Design err_uart_streamer, sky130hd; sources not shown.
==> run_1/met1.png <==
The bar under the picture is 50 um long. Cells faint in the background.
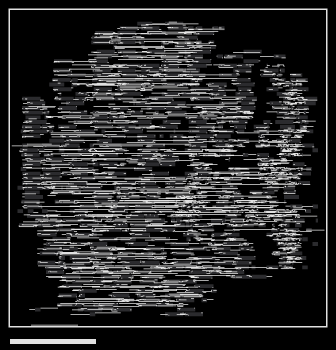
nets with wire on the layer: 807
main direction: horizontal
share of all routed wire: 43%
longest straight run: 82.8 um
met1 Use GR: 0.230
vias: 6874
Routed Wire Length: 27.7 mm

==> run_1/met2.png <==
Cells faint in the background.
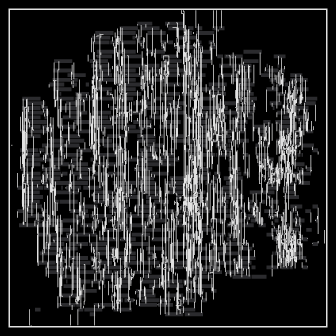
longest straight run: 91.8 um
wire length on this layer: 13200 um
nets with wire on the layer: 724
met2 GRT Util: 0.269

==> run_1/met3.png <==
The bar under the picture is 50 um long. Cells faint in the background.
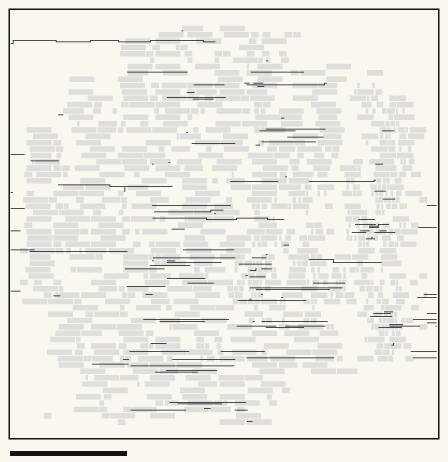
longest straight run: 44.2 um
wire length on this layer: 1620 um
GR Util met3: 0.0240

==> Changelog: implementation, run 1 <==
## Implementation

* # Taps at 390
* GPL Wtd Cong at 0.832
* Net Sw Frac at 0.279
* Crit. End Element: flip-flop
* Seq area share at 0.615
* Switching Power at 2.43 mW
* Row count at between 60 and 70
* Register-to-Register Setup Slack at 840 ps
* Area Growth Syn to Fin at 13.9%
* Layout Skew at 21.1 ps
* Share of flip-flops with an asynchronous set or reset at 0
* Comb/total area at 0.238
* Die Ht at 183 um
* CTS tree: done
* Status: finished, final reports clean
* Logic area at 3420 um2
* Maximum vdd drop at approximately 0.41 mV
* Startpoint types: flip-flop
* Hold buffers post-CTS at 0
* Hold depth at 1
* Number of global-route vias before repair at 6939
* Critical path peak fanout at 20
* Diode count at 0
* Sequential fraction of the synthesis area at 0.700
* Aggregate global routing overflow at 0
* Floorplan net count at 809
* Cell mode on critical path: ha_1
==> run_1/final_placement.png <==
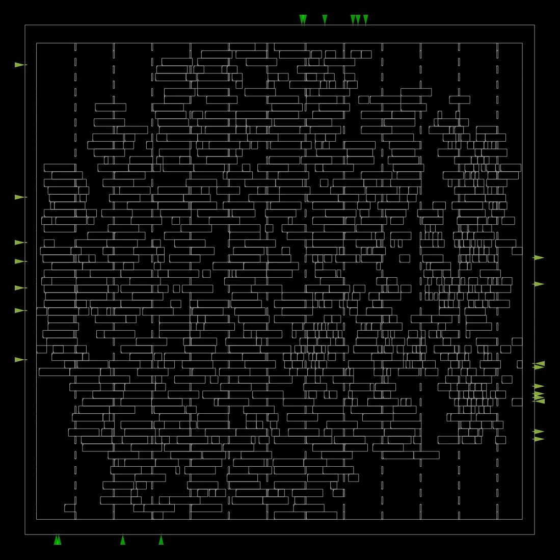

==> run 2: changes to the inputs <==
Settings changed: PLACE_DENSITY 0.54 to 0.57.
Clock period 4 ns to 2.65 ns, I/O delays scaled along.
==> run_2/final_placement.png <==
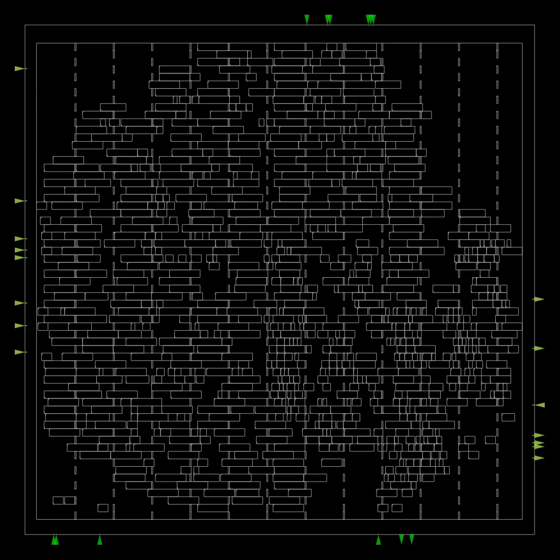
Layout Cells excl Fill: 1256
core footprint: 30000 um2
Seq area share: 0.605
row count: 63
post-layout util: 0.488

==> Changelog: implementation, run 2 <==
## Implementation

* Status: finished, final reports clean (unchanged)
* Area Growth Syn to Fin at 15.9% (was 13.9%)
* Switching Power at 3.81 mW (was 2.43 mW)
* Floorplan net count at 809 (unchanged)
* GR Util met3 at 0.0307 (was 0.0240)
* Register-to-Register Setup Slack at 60 ps (was 840 ps)
* Logic area at 3470 um2 (was 3420 um2)
* Share of flip-flops with an asynchronous set or reset at 0 (unchanged)
* Die Ht at 183 um (unchanged)
* Layout Skew at 15.6 ps (was 21.1 ps)
* Net Sw Frac at 0.285 (was 0.279)
* Critical path peak fanout at 9 (was 20)
* Crit. End Element: flip-flop (unchanged)
* Startpoint types: flip-flop (unchanged)
* Hold depth at 2 (was 1)
* Diode count at 0 (unchanged)
* Hold buffers post-CTS at 0 (unchanged)
* Comb/total area at 0.237 (was 0.238)
* Number of global-route vias before repair at 7067 (was 6939)
* Aggregate global routing overflow at 0 (unchanged)
==> run_2/met2.png <==
Cells faint in the background.
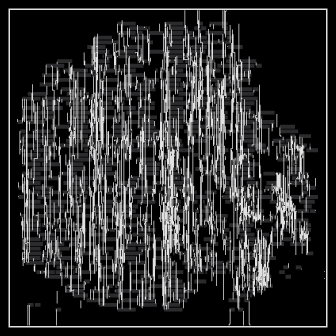
nets with wire on the layer: 742
longest straight run: 80.2 um
Routed Wire Length: 27.0 mm
met2 GRT Util: 0.277

Power is estimated from default activity; no workload was simulated.
